**config.mk**
```make
export PLATFORM = sky130hd
export DESIGN_NAME = clock_domain_export_arbiter
export DESIGN_NICKNAME = d
export VERILOG_FILES = /design/src/rtl/clock_domain_export_arbiter.sv
export SDC_FILE = /design/constraint.sdc
export NUM_CORES = 1
export LEC_CHECK = 0
export ABC_AREA = 0
export CORE_MARGIN = 8
export CORE_UTILIZATION = 38
export CTS_CLUSTER_SIZE = 20
export DETAILED_ROUTE_END_ITERATION = 6
export PLACE_DENSITY = 0.79
export REMOVE_ABC_BUFFERS = 1
export SETUP_SLACK_MARGIN = 0.1
export SYNTH_ARGS = -nofsm -noshare
export SYNTH_HDL_FRONTEND = slang
export SYNTH_SLANG_ARGS = --single-unit
```
**constraint.sdc**
```tcl
create_clock -name clk_i -period 2.3 [get_ports clk_i]
set_clock_uncertainty 0.15 [all_clocks]
set_input_delay 0.69 -clock clk_i [delete_from_list [all_inputs] [get_ports clk_i]]
set_output_delay 0.69 -clock clk_i [all_outputs]
set_load 0.01 [all_outputs]
```
**src/rtl/clock_domain_export_arbiter.sv**
```systemverilog
// Round-robin arbiter that shares one clock_domain_exporter channel between Ports requesters.
// Define CLOCK_DOMAIN_EXPORT_ARBITER_TAG_EN to prefix data_o with the granted index.
module clock_domain_export_arbiter #(
    parameter int Bits    = 8,
    parameter int Ports   = 4,
    parameter int IdxBits = $clog2(Ports)
) (
    input  logic                    clk_i,
    input  logic                    rst_i,
    input  logic [Ports-1:0]        req_i,
    input  logic [Ports*Bits-1:0]   data_i,
    output logic [Ports-1:0]        ack_o,
    output logic                    stb_o,
`ifdef CLOCK_DOMAIN_EXPORT_ARBITER_TAG_EN
    output logic [IdxBits+Bits-1:0] data_o,
`else
    output logic [Bits-1:0]         data_o,
`endif
    input  logic                    ready_i,
    output logic [IdxBits-1:0]      grant_o,
    output logic                    busy_o
);

    typedef enum logic [1:0] {
        IDLE   = 2'd0,
        STROBE = 2'd1,
        SETTLE = 2'd2
    } state_t;

    state_t           state;
    logic [Bits-1:0]  data_q;
    logic [IdxBits-1:0] pick;
    logic             found;

    // (base + off) mod Ports; Ports need not be a power of two
    function automatic logic [IdxBits-1:0] wrap_add(input logic [IdxBits-1:0] base, input int off);
        int sum;
        sum = int'(base) + off;
        if (sum >= Ports) sum = sum - Ports;
        return IdxBits'(sum);
    endfunction

    // First requester after the last grant, wrapping; the last grantee is checked last.
    always_comb begin
        pick  = grant_o;
        found = 1'b0;
        for (int i = 1; i <= Ports; i++) begin
            if (!found && req_i[wrap_add(grant_o, i)]) begin
                pick  = wrap_add(grant_o, i);
                found = 1'b1;
            end
        end
    end

    always_ff @(posedge clk_i) begin
        if (rst_i) begin
            state   <= IDLE;
            stb_o   <= 1'b0;
            ack_o   <= '0;
            busy_o  <= 1'b0;
            data_q  <= '0;
            grant_o <= IdxBits'(Ports - 1);
        end else begin
            stb_o <= 1'b0;
            ack_o <= '0;
            case (state)
                IDLE: begin
                    if (ready_i && found) begin
                        data_q      <= data_i[int'(pick)*Bits +: Bits];
                        grant_o     <= pick;
                        ack_o[pick] <= 1'b1;
                        stb_o       <= 1'b1;
                        busy_o      <= 1'b1;
                        state       <= STROBE;
                    end
                end
                STROBE: state <= SETTLE;
                // Exporter ready is still stale here; it drops one cycle after the strobe.
                SETTLE: begin
                    busy_o <= 1'b0;
                    state  <= IDLE;
                end
                default: begin
                    busy_o <= 1'b0;
                    state  <= IDLE;
                end
            endcase
        end
    end

`ifdef CLOCK_DOMAIN_EXPORT_ARBITER_TAG_EN
    assign data_o = {grant_o, data_q};
`else
    assign data_o = data_q;
`endif

endmodule

```
Run 1, metal layers overlaid:
Bar = 20 microns.
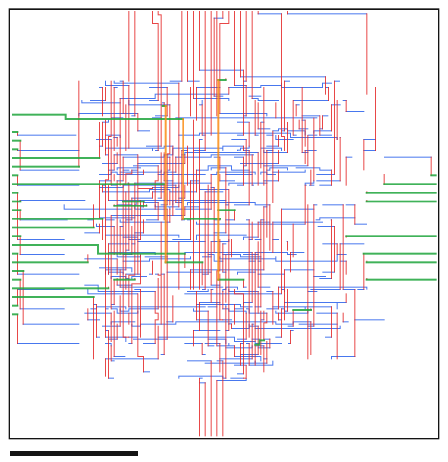
met2 -> red  # wire length 1810 microns
met3 -> green  # wire length 294 microns
met4 -> orange  # wire length 71.4 microns
met1 -> blue  # wire length 1440 microns
DR vias: 1181
Total GRT Usage: 16.1%
Routed WL per cell: 17.1 microns

Run 1, sequential cells coloured by netlist name:
Bar = 20 microns.
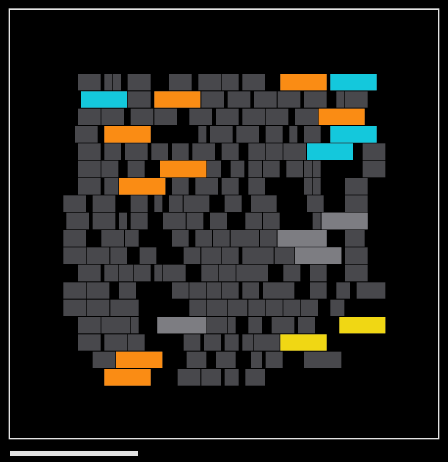
`state` -> yellow  # flops 2
`ack_o` -> cyan  # flops 4
`data_o` -> orange  # flops 8
final core occ: 71.1%
Seq. cell area: 363 sq um
flop share of the area: 20.6%
Seq group: 0.000362 W

Run 1, placed cells, one colour a class:
Bar = 20 microns. Fill, decap, tap and diode cells in grey.
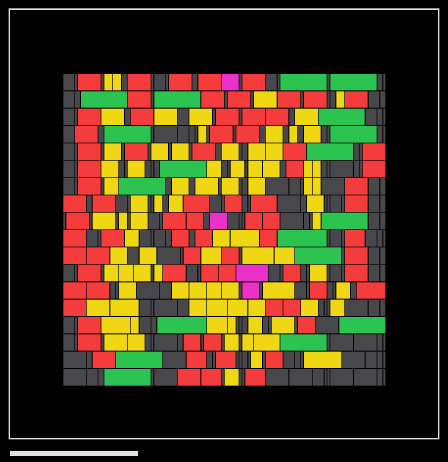
clock drivers and dummy loads -> magenta  # cells 4
all other logic -> yellow  # cells 83
flip-flops -> green  # cells 18
other buffers and delay cells -> red  # cells 76
Placeable Area: 0.00248 sq mm
final instance area: 0.00176 sq mm
row count: 18

==> Slide: Implementation Results, run 1 <==
Flow Results at a Glance

Run status
  • Outcome: finished clean

STA
  • Max Clk Rate: 459 MHz
  • Worst-margin pin slew: 0.369 ns
  • Hold_ws: 0.343 ns
  • Final hold vios: 0
  • Setup TNS: 0 ns
  • Rel. slew slack: 75.3%
  • Final Setup Violations: 0
  • RSZ-0062 raised after global routing: no
  • Min cycle time layout: 2.18 ns

Power
  • Pwr dens: 509 mW/mm^2
  • Switching Share: 29.4%
  • Clock power share: 22.9%
  • Share of total power in combinational logic: 36.7%
  • Sequential Power Share: 40.4%
  • Total Power: 0.000897 W

Detailed routing
  • DRC Markers: 0
  • Wire length after detailed routing: 3.61 mm
  • Via density: 5.60

Finish
  • Antenna diode count: 0
  • # fillers: 211
  • Layout area overhead: 77.8%
  • Nets@finish: 221

Yosys
  • Yosys cell count: 107
  • Top cells, area: dfxtp_1 (36%), mux2i_1 (8.1%), a21o_1 (7.6%), o31ai_1 (6.8%), nand4_1 (5.1%)
  • Aoi share: 28.7%
  • EDFF count, synth: 0
  • Synth Flop Type: dfxtp_1
  • XOR/XNOR Area Share: 0%
  • Yosys chip area: 991 sq um
  • Post-synth mux share: 8.08%
  • YS warnings: 0
  • Simple Share, Synth: 22.5%
  • Async set-reset flop share out of synthesis: 0%
  • Ys flops: 18
  • Seq share, synth: 36.4%
  • Syn_area_per_cell: 9.26 sq um
  • Dominant comb cell: AND-OR/OR-AND gates
  • Post-Syn Area: 991 sq um
  • Cell type with the largest total area: dfxtp_1
  • Synth Area in Adders: 0%
  • Synth Instances: 107
  • Post-synth cell types: 30

Global routing
  • Antenna violations before repair: 0
  • Largest net degree at the start of global routing: 11

CTS
  • Clock H-tree levels: 1
  • Cts bufs inserted: 3
  • Clock sinks: 18
  • Clk root buf: clkbuf_4
  • Reg clk slew, reported paths: 0.11 ns
  • Latency at later pin: 0.30 ns
  • Hold_buf cts: 0

Floorplanning
  • Die width: 67.1 microns
  • Pre-Place Util: 40.0%
  • Num ports: 55
  • Die H: 67.1 microns

Placed design
  • Area post-placement: 0.00168 sq mm
  • Dpl ws: -0.438 ns
  • GPL Wtd Cong: 0.800
  • Number of buffers added on ports: 54

Worst setup path
  • Crit path DRT: 2.37 ns
  • FF-to-FF path depth: 5
  • Crit path launch: rst_i
  • Critical Path Sink Type: flip-flop
  • CP max-delay cell: or4b_4
  • Worst r2r src: state[1]$_SDFFE_PP0P_
  • Crit path max-delay family: simple AND/OR/NAND/NOR gates
  • Cell Chain, Critical Path: dlygate4sd2_1 > nor2_2 > and4b_4 > or4b_4 > buf_6 > o211ai_1
  • CP Depth: 6
  • Crit path buf inv count: 2
  • Flop-to-flop setup slack: 0.42 ns

Min path
  • Worst Hold End: busy_o$_SDFFE_PP0P_
  • HP Start: busy_o$_SDFFE_PP0P_
  • Worst hold path class: flip-flop to flip-flop

Flow run
  • MaxCap Viol Count: 0
==> run 1: power by group through the flow <==
stage                     logic, W  clock network, W  registers [W]
final                     0.000329          0.000205       0.000362
after global placement    0.000314                 0       0.000367
after detailed placement  0.000322                 0       0.000368
after global routing      0.000354          0.000223       0.000367
after CTS                 0.000327          0.000207       0.000362
after floorplan           0.000118                 0       0.000378
==> run 1: cell usage after synthesis (all sizes together) (2+ instances only) <==
cell type	number
nor2	5
buf	6
mux2i	8
dfxtp	18
and4b	2
o211ai	8
nor3	2
nand2b	4
a21o	10
nand4	8
inv	2
a21oi	2
nand2	9
nand3b	2
o31ai	9
a21boi	2
and3b	2
==> run 1: what timing repair did <==
item | in CTS | in global routing
gates resized | 13 | 2
endpoints found under the setup margin | 15 | 8
pin swaps | 4 | 4
setup buffers | 1 | 1
hold endpoints to repair | 0 | 0
==> run 1: sequential cells by signal, summed over array words and instances (netlist names) <==
name and count:
state 2, grant_o 2, ack_o 4, busy_o 1
data_o 8, stb_o 1
==> run 1: per-layer routing <==
metal  track usage, %  up-vias  wire [microns]
li1                 -      557               -
met1             16.3      571            1440
met2             28.3       46            1810
met3             5.54        7             294
met4             8.36        0              71
met5                0        -               0
==> run 1: logic make-up after synthesis <==
| kind of cell | count (synthesis) |
|---|---|
| compound gates | 36 |
| buf+inv | 8 |
| flops | 18 |
| mux | 8 |
| simple gates | 37 |
==> run 1: stage by stage <==
step	util [%]	std cells
2_1_floorplan	-	101
3_3_place_gp	67.9	205
3_5_place_dp	67.9	205
4_1_cts	70.5	210
5_1_grt	71.1	211
6_report	71.1	211
==> run 1: cell type report <==
cell class | count | area, sq um | area share, %
Tap cell | 30 | 37.5 | 2.13
Sequential cell | 18 | 363 | 20.6
Timing Repair Buffer | 76 | 709 | 40.3
Clock buffer | 4 | 36.3 | 2.06
Inverter | 2 | 7.51 | 0.426
Multi-Input combinational cell | 81 | 608 | 34.5
==> run 1: placed cells by master, fill, tap and decap left out, types with 2 or more instances in the layout <==
cell / netlist / layout
clkdlybuf4s50_1: 0 / 48
buf_4: 3 / 20
dfxtp_1: 18 / 16
a21o_1: 10 / 10
nand2_1: 9 / 9
mux2i_1: 8 / 8
nand4_1: 8 / 8
o31ai_1: 9 / 8
o211ai_1: 6 / 6
dlygate4sd2_1: 0 / 5
nand2b_1: 4 / 4
nor2_1: 5 / 4
clkbuf_4: 0 / 3
and3b_1: 2 / 2
a21boi_0: 2 / 2
a21oi_2: 2 / 2
nand3b_1: 2 / 2
inv_1: 2 / 2
o211ai_2: 2 / 2
dfxtp_2: 0 / 2
buf_6: 0 / 2
==> run 1: worst reg2reg max path: stages (launching register included) <==
cell and delay, ns:
dfxtp_1 0.36, nor2_2 0.15, and4b_4 0.27, or4b_4 0.49
buf_6 0.15, o211ai_1 0.23
Run 1, gate-type map:
Bar = 20 microns.
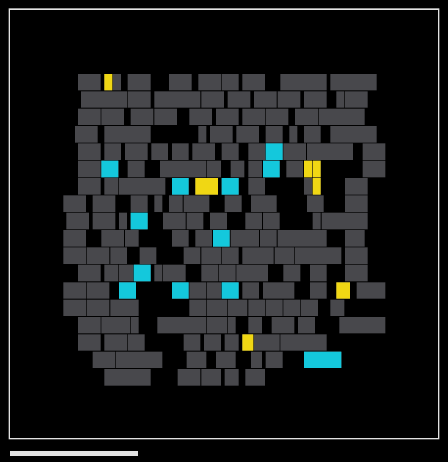

--- run 2 (diff from run 1) ---
--- a/config.mk
+++ b/config.mk
@@ -7,10 +7,9 @@
 export LEC_CHECK = 0
 export ABC_AREA = 0
 export CORE_MARGIN = 8
-export CORE_UTILIZATION = 38
+export CORE_UTILIZATION = 30
 export CTS_CLUSTER_SIZE = 20
 export DETAILED_ROUTE_END_ITERATION = 6
-export PLACE_DENSITY = 0.79
 export REMOVE_ABC_BUFFERS = 1
 export SETUP_SLACK_MARGIN = 0.1
 export SYNTH_ARGS = -nofsm -noshare
Run 2, gate-type map:
Bar = 20 microns.
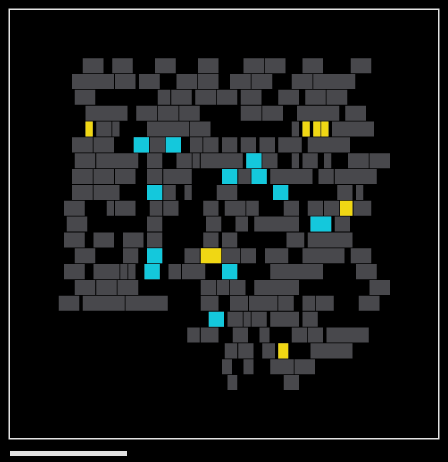
NOR gates -> yellow  # cells 7, most used nor2_1
AND-OR and OR-AND gates -> cyan  # cells 12, most used a21o_1, where centre
Top cell excl fill/tap: clkdlybuf4s50_1
Comb/total area: 34.4%
Finished Layout Cells: 225

Run 2, placed standard cells:
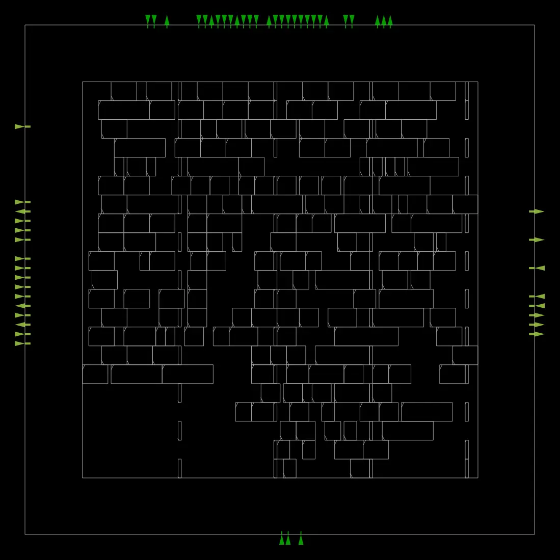
# fillers: 324
final core occ: 54.5%
registers: 18
n_taps: 46
flop share of the area: 20.4%

==> run 2 against run 1 <==
Largest power group unchanged. Die area grew 20%. Fmax grew 1.9%. Sequential power is essentially flat. Worst hold slack lost 0.015 ns. Sequential share of layout area shrank 0.17 points. Critical path type unchanged.
==> Slide: Implementation Results, run 2 <==
Flow Results at a Glance

Detailed routing
  • Via density: 5.00 (-11%)
  • Final ANT Viol Nets: 0
  • Routed WL per cell: 15.8 microns (-7.7%)
  • Drt first pass iters: 5
  • Drt initial violations: 48
  • DRC Markers: 0 (unchanged)
  • Wire length after detailed routing: 3.55 mm (-1.6%)
  • DR vias: 1125 (-4.7%)

STA
  • Final Setup Violations: 0 (unchanged)
  • Final hold vios: 0 (unchanged)
  • Pins Over Slew Limit: 0
  • Worst-margin pin slew: 0.434 ns (+0.0649 ns)
  • Final period util: 92.9%
  • Max Clk Rate: 468 MHz (+1.9%)
  • RSZ-0062 raised after global routing: no
  • Min cycle time layout: 2.14 ns (-0.0407 ns)
  • Rel. slew slack: 70.9% (-4.5 points)

Global routing
  • Antenna violations before repair: 0 (unchanged)
  • Vias in the first global route: 1230
  • Grt ovf: 0
  • Total GRT Usage: 13.0% (-3.1 points)
  • Global-route wire length before repair: 5.51 mm
  • Largest net degree at the start of global routing: 11 (unchanged)

Floorplanning
  • Pre-Place Util: 30.4% (-9.6 points)
  • Num ports: 55 (unchanged)
  • Placeable Area: 0.00326 sq mm (+32%)
  • Die width: 73.5 microns (+9.6%)
  • Die H: 73.5 microns (+9.6%)
  • Row count: 21 (+3)
  • Die area: 0.00540 sq mm

Yosys
  • Ys flops: 18 (unchanged)
  • Post-Syn Area: 991 sq um (unchanged)
  • YS warnings: 0 (unchanged)
  • EDFF count, synth: 0 (unchanged)
  • Yosys cell count: 107 (unchanged)
  • Synth Instances: 107 (unchanged)
  • Syn_area_per_cell: 9.26 sq um (unchanged)
  • Cell type with the largest total area: dfxtp_1
  • Yosys chip area: 991 sq um (unchanged)
  • Synth cell count leaders: dfxtp_1 (18), a21o_1 (10), nand2_1 (9), o31ai_1 (9)
  • Most common cell in the netlist: dfxtp_1
  • Async set-reset flop share out of synthesis: 0% (unchanged)
  • Synth Flop Type: dfxtp_1
  • Post-synth cell types: 30 (unchanged)
  • Post-synth top area share: 36.4%
  • Seq share, synth: 36.4% (unchanged)
  • Top cells, area: dfxtp_1 (36%), mux2i_1 (8.1%), a21o_1 (7.6%), o31ai_1 (6.8%), nand4_1 (5.1%)

Run status
  • Outcome: finished clean

CTS
  • Clk root buf: clkbuf_4
  • Reg clk slew, reported paths: 0.10 ns (about the same)
  • Cts bufs inserted: 3 (unchanged)
  • Maximum clock path buffer count: 2
  • Clock sinks: 18 (unchanged)
  • Clock H-tree levels: 1 (unchanged)
  • Latency at later pin: 0.28 ns (-0.02 ns)
  • CTS tree: built

Finish
  • Max reg flops: 8 (unchanged)
  • Final instance area: 0.00178 sq mm (+0.85%)
  • Seq. cell area: 363 sq um (unchanged)
  • Layout area overhead: 79.3%
  • Share of layout cells above drive strength 1: 22.3%
  • Combinational Area: 611 sq um (+0.41%)
  • Antenna diode count: 0 (unchanged)
  • Nets@finish: 219 (-0.90%)
  • Most common logic cells in the final layout: clkdlybuf4s50_1 (49), dfxtp_1 (16), buf_4 (16)

Min path
  • HP Start: busy_o$_SDFFE_PP0P_
  • Worst hold path class: flip-flop to flip-flop

Power
  • Leakage: 0.731 nW
  • Pwr dens: 503 mW/mm^2 (-1.2%)
  • Worst VDD drop: 0.281 mV

Worst setup path
  • Crit path launch: ready_i
  • Peak fanout along the critical path: 7
  • Worst r2r src: grant_o[1]$_SDFFE_PP1P_
  • Crit path DAT: 2.21 ns
  • Worst setup SP type: input port
  • CP max stage delay: 0.49 ns
  • Cell Chain, Critical Path: clkdlybuf4s50_1 > and4b_4 > or4b_4 > buf_6 > o211ai_1
  • Critical Path Sink Type: flip-flop
  • WS Path Type: input port to flip-flop
  • CP max-delay cell: clkdlybuf4s50_1
  • Crit path DRT: 2.37 ns (about the same)

Placed design
  • GPL Wtd Cong: 0.792 (-0.96%)
  • DP HPWL: 2.78 mm
  • Number of buffers added on ports: 54 (unchanged)
  • Area post-placement: 0.00169 sq mm (+0.59%)

Flow run
  • MaxCap Viol Count: 0 (unchanged)
  • Total tool warning count: 26
-- run 2: cell counts after synthesis --
No cell type changed its count.
-- run 2: kinds of logic after synthesis --
family / share of synthesized area, %
muxes: 8.08
and+or+nand+nor: 22.5
AOI/OAI and AO/OA: 28.7
buffers and inverters: 4.42
DFF: 36.4
-- run 2: metal layers --
metal,share of wire [%],track usage (%),up-vias
met1,40,14.1,523
li1,-,-,553
met5,0,0,-
met4,1.2,3.55,0
met2,51,23.0,45
met3,7.6,4.77,4
-- run 2: worst paths after layout --
path	endpoint	slack [ns]	depth (start not counted)
hold reg to reg	busy_o$_SDFFE_PP0P_	0.33	2
setup reg to reg	data_o[0]$_SDFFE_PP0P_	0.48	5
setup / recovery	data_o[0]$_SDFFE_PP0P_	0.16	5
hold / removal	busy_o$_SDFFE_PP0P_	0.33	2
-- run 2: worst max-delay path: cells and delay by family --
| family | cells | cell delay, ns |
|---|---|---|
| buffers and inverters | 2 | 0.65 |
| AND/OR/NAND/NOR | 2 | 0.71 |
| AND-OR/OR-AND | 1 | 0.15 |
-- run 2: per-stage QoR --
stage	worst slack [ns]	power (W)	TNS [ns]	instances	hold WS, ns
final	0.163	0.000894	0	225	0.328
after global routing	0.100	0.000937	0	225	0.353
after CTS	0.0942	0.000900	0	225	0.317
after detailed placement	-0.395	0.000686	-4.75	218	0.302
after global placement	-0.390	0.000682	-4.52	218	0.299
after floorplan	0.0496	0.000496	0	101	0.302
-- run 2: final cells by class --
cell class / count / area share [%]
well taps: 46 / 3.24
multi-input cells: 81 / 34.4
inverters: 2 / 0.423
clock buffers: 4 / 2.04
repair buffers: 74 / 39.5
flip-flops and latches: 18 / 20.4
-- run 2: report_power, final --
| part | internal (W) | total (W) | switching, W | leakage, nW |
|---|---|---|---|---|
| Sequential | 0.000342 | 0.000363 | 0.0000208 | 0.147 |
| Combinational | 0.000196 | 0.000330 | 0.000134 | 0.563 |
| Clock | 0.0000963 | 0.000202 | 0.000105 | 0.0210 |
| Total | 0.000634 | 0.000894 | 0.000260 | 0.731 |
-- run 2: timing repair --
action                     in CTS  in global routing
setup endpoints to repair      15                  8
pin swaps                       2                  1
resized                        16                  7
buffers inserted                2                  0
gates cloned                    1                  0
hold buffers                    0                  0
Run 2, sequential cells coloured by netlist name:
Bar = 20 microns.
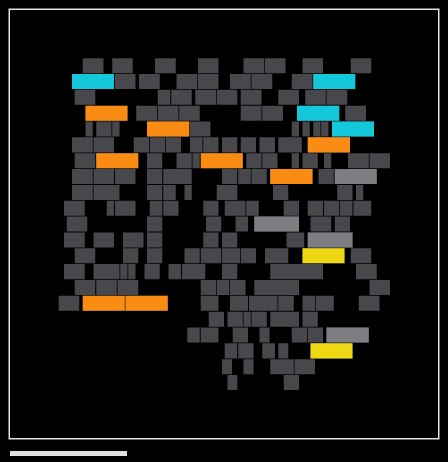

--- run 3 (diff from run 2) ---
--- a/config.mk
+++ b/config.mk
@@ -12,6 +12,8 @@
 export DETAILED_ROUTE_END_ITERATION = 6
 export REMOVE_ABC_BUFFERS = 1
 export SETUP_SLACK_MARGIN = 0.1
+export SKIP_CTS_REPAIR_TIMING = 1
 export SYNTH_ARGS = -nofsm -noshare
 export SYNTH_HDL_FRONTEND = slang
 export SYNTH_SLANG_ARGS = --single-unit
+export TNS_END_PERCENT = 1
Run 3, sequential cells coloured by netlist name:
Bar = 20 microns.
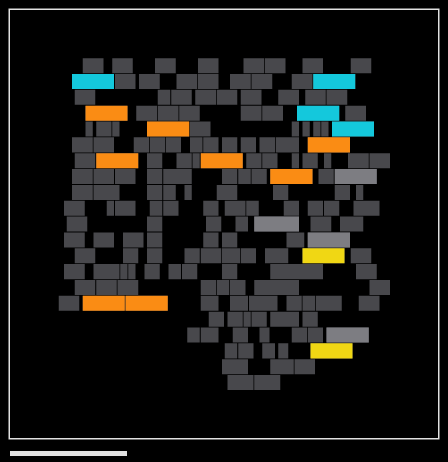
`state` -> yellow  # flops 2
`data_o` -> orange  # flops 8
`ack_o` -> cyan  # flops 4
Seq. cell area: 362 sq um
final core occ: 55.0%
flop share of the area: 20.2%

==> run 3 against run 2 <==
Combinational power hardly changed. Critical path depth is 4 lower. Largest power group unchanged. Wire length down 1.1%. Via count decreased by 0.53%. Worst hold slack got worse by 0.016 ns. Synthesized cell count is the same. Sequential share of layout area fell by 0.24 points. Synthesized area stayed put. Worst setup slack worse by 0.074 ns. Count of clock-buffer cells in the layout stayed put.
==> Slide: Implementation Results, run 3 <==
Flow Results at a Glance

Run status
  • Outcome: finished clean

Yosys
  • Yosys chip area: 991 sq um (unchanged)
  • Synth Flop Type: dfxtp_1
  • Ys flops: 18 (unchanged)
  • YS warnings: 0 (unchanged)
  • Post-Syn Area: 991 sq um (unchanged)
  • Top cells, area: dfxtp_1 (36%), mux2i_1 (8.1%), a21o_1 (7.6%), o31ai_1 (6.8%), nand4_1 (5.1%)
  • Post-synth top area share: 36.4% (unchanged)
  • Post-synth cell types: 30 (unchanged)
  • Synth cell count leaders: dfxtp_1 (18), a21o_1 (10), nand2_1 (9), o31ai_1 (9)
  • Synth Instances: 107 (unchanged)
  • Seq share, synth: 36.4% (unchanged)
  • Most common cell in the netlist: dfxtp_1
  • EDFF count, synth: 0 (unchanged)
  • Yosys cell count: 107 (unchanged)
  • Async set-reset flop share out of synthesis: 0% (unchanged)
  • Syn_area_per_cell: 9.26 sq um (unchanged)
  • Cell type with the largest total area: dfxtp_1

STA
  • Hold_ws: 0.312 ns (-0.0158 ns)
  • RSZ-0062 raised after global routing: yes
  • Final Setup Violations: 0 (unchanged)
  • Worst-margin pin slew: 0.441 ns (+0.00740 ns)
  • Rel. slew slack: 70.4% (-0.50 points)
  • Final hold vios: 0 (unchanged)
  • Min cycle time layout: 2.21 ns (+0.0745 ns)
  • Pins Over Slew Limit: 0 (unchanged)
  • Final period util: 96.1% (+3.2 points)
  • Max Clk Rate: 452 MHz (-3.4%)

Power
  • Worst VDD drop: 0.277 mV (-1.3%)
  • Pwr dens: 498 mW/mm^2 (-1.0%)
  • Leakage: 0.763 nW (+4.4%)

Finish
  • Most common logic cells in the final layout: clkdlybuf4s50_1 (49), dfxtp_1 (17), buf_4 (15)
  • Max reg flops: 8 (unchanged)
  • Top cell excl fill/tap: clkdlybuf4s50_1
  • Share of layout cells above drive strength 1: 19.2% (-3.1 points)
  • Antenna diode count: 0 (unchanged)
  • Combinational Area: 616 sq um (+0.82%)
  • Layout area overhead: 80.8%
  • Nets@finish: 217 (-0.91%)
  • # fillers: 320 (-1.2%)

Worst setup path
  • Worst setup SP type: flip-flop
  • Crit path buf inv count: 1 (-1)
  • Crit path max-delay family: buffers and inverters
  • WS Path Type: flip-flop to output port
  • Crit path DRT: 1.46 ns (-0.91 ns)
  • Crit path DAT: 1.37 ns (-0.84 ns)
  • CP max-delay cell: clkdlybuf4s50_1
  • Critical Path Sink Type: output port
  • Worst r2r src: grant_o[0]$_SDFFE_PP1P_
  • Crit path launch: grant_o[0]$_SDFFE_PP1P_
  • Cell Chain, Critical Path: clkdlybuf4s50_1
  • CP max stage delay: 0.60 ns (+0.11 ns)
  • Peak fanout along the critical path: 7 (unchanged)

CTS
  • Cts bufs inserted: 3 (unchanged)
  • Reg clk slew, reported paths: 0.10 ns (about the same)
  • Clk root buf: clkbuf_4
  • Latency at later pin: 0.28 ns (about the same)
  • Maximum clock path buffer count: 2 (unchanged)
  • Clock sinks: 18 (unchanged)
  • CTS tree: built
  • Clock H-tree levels: 1 (unchanged)

Detailed routing
  • Final ANT Viol Nets: 0 (unchanged)
  • DRC Markers: 0 (unchanged)
  • Via density: 5.02 (+0.36%)
  • Drt first pass iters: 4 (-1)
  • Drt initial violations: 58 (+21%)

Floorplanning
  • Die H: 73.5 microns (unchanged)
  • Num ports: 55 (unchanged)
  • Placeable Area: 0.00326 sq mm (unchanged)
  • Pre-Place Util: 30.4% (unchanged)
  • Die width: 73.5 microns (unchanged)
  • Row count: 21 (unchanged)
  • Die area: 0.00540 sq mm (unchanged)

Global routing
  • Vias in the first global route: 1208 (-1.8%)
  • Global-route wire length before repair: 5.36 mm (-2.6%)
  • Grt ovf: 0 (unchanged)
  • Largest net degree at the start of global routing: 12 (+1)
  • Antenna violations before repair: 0 (unchanged)

Flow run
  • Total tool warning count: 26 (unchanged)
  • MaxCap Viol Count: 0 (unchanged)

Placed design
  • DP HPWL: 2.78 mm (unchanged)
  • GPL Wtd Cong: 0.792 (unchanged)
  • Number of buffers added on ports: 54 (unchanged)

Min path
  • HP Start: busy_o$_SDFFE_PP0P_
  • Worst hold path class: flip-flop to flip-flop
Run 3, metal layers overlaid:
Bar = 20 microns.
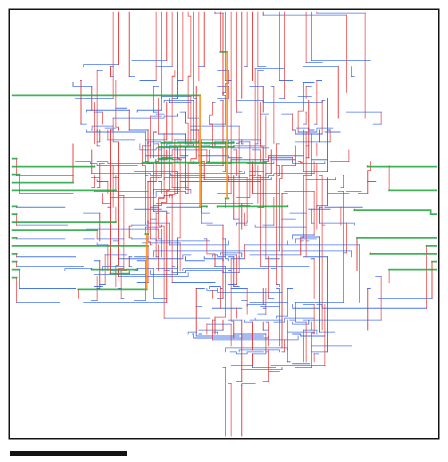
met4 -> orange  # wire length 53.7 microns
met1 -> blue  # wire length 1400 microns
met3 -> green  # wire length 292 microns
met2 -> red  # wire length 1770 microns
Routed WL per cell: 15.7 microns
DR vias: 1119
Total GRT Usage: 12.6%
wire length after detailed routing: 3.51 mm

-- run 3: netlist changes by cell type in the layout (fill, tap and decap cells not counted) --
cell and delta:
dlymetal6s2s_1 +5, clkbuf_2 -3, dlygate4sd2_1 -2, buf_4 -1
buf_6 -1, dfxtp_1 +1, dfxtp_2 -1, nor2_2 -1
nor2_4 +1
-- run 3: cells by family (layout without fill, tap and decap cells) --
group | count (synthesis) | in the layout | synth area share (%)
mux | 8 | 8 | 8.08
compound gates | 36 | 36 | 28.7
simple gates | 37 | 37 | 22.5
flops | 18 | 18 | 36.4
buf+inv | 8 | 78 | 4.42
-- run 3: final timing paths --
path | endpoint | slack (ns) | cells after the start
hold / removal | busy_o$_SDFFE_PP0P_ | 0.31 | 2
setup / recovery | grant_o[0] | 0.09 | 1
hold reg to reg | busy_o$_SDFFE_PP0P_ | 0.31 | 2
setup reg to reg | data_o[5]$_SDFFE_PP0P_ | 0.45 | 4
-- run 3: per-stage QoR --
stage | setup WS [ns] | instance area, sq um | cells | setup TNS (ns) | total power [W]
detailed placement | -0.395 | 1690 | 218 | -4.75 | 0.000686
global placement | -0.390 | 1690 | 218 | -4.52 | 0.000682
global route | 0.0409 | 1790 | 223 | 0 | 0.000936
CTS | -0.0836 | 1730 | 222 | -0.598 | 0.000885
finish | 0.0888 | 1790 | 223 | 0 | 0.000892
floorplan | 0.0496 | 955 | 101 | 0 | 0.000496
-- run 3: cell type report --
class	instances	share of cell area, %
well taps	46	3.21
multi-input cells	81	34.4
inverters	2	0.419
flip-flops and latches	18	20.2
repair buffers	72	39.8
clock buffers	4	2.03
-- run 3: power breakdown --
part	leakage (nW)	total, W	switching, W	internal [W]
registers	0.147	0.000362	0.0000210	0.000341
logic	0.595	0.000328	0.000133	0.000195
clock network	0.0210	0.000202	0.000105	0.0000964
total	0.763	0.000892	0.000259	0.000633
-- run 3: worst min-delay path, stage by stage, from the launching register on --
cell      delay, ns
dfxtp_1        0.32
inv_1          0.04
a21boi_0       0.06
-- run 3: layer usage --
layer  global-route usage (%)  wire, microns  up-vias
met4                     3.55             53        0
met2                     21.9           1770       46
met3                     5.32            291        6
li1                         -              -      550
met5                        0              0        -
met1                     13.6           1400      517
Power and IR drop assume default switching activity.
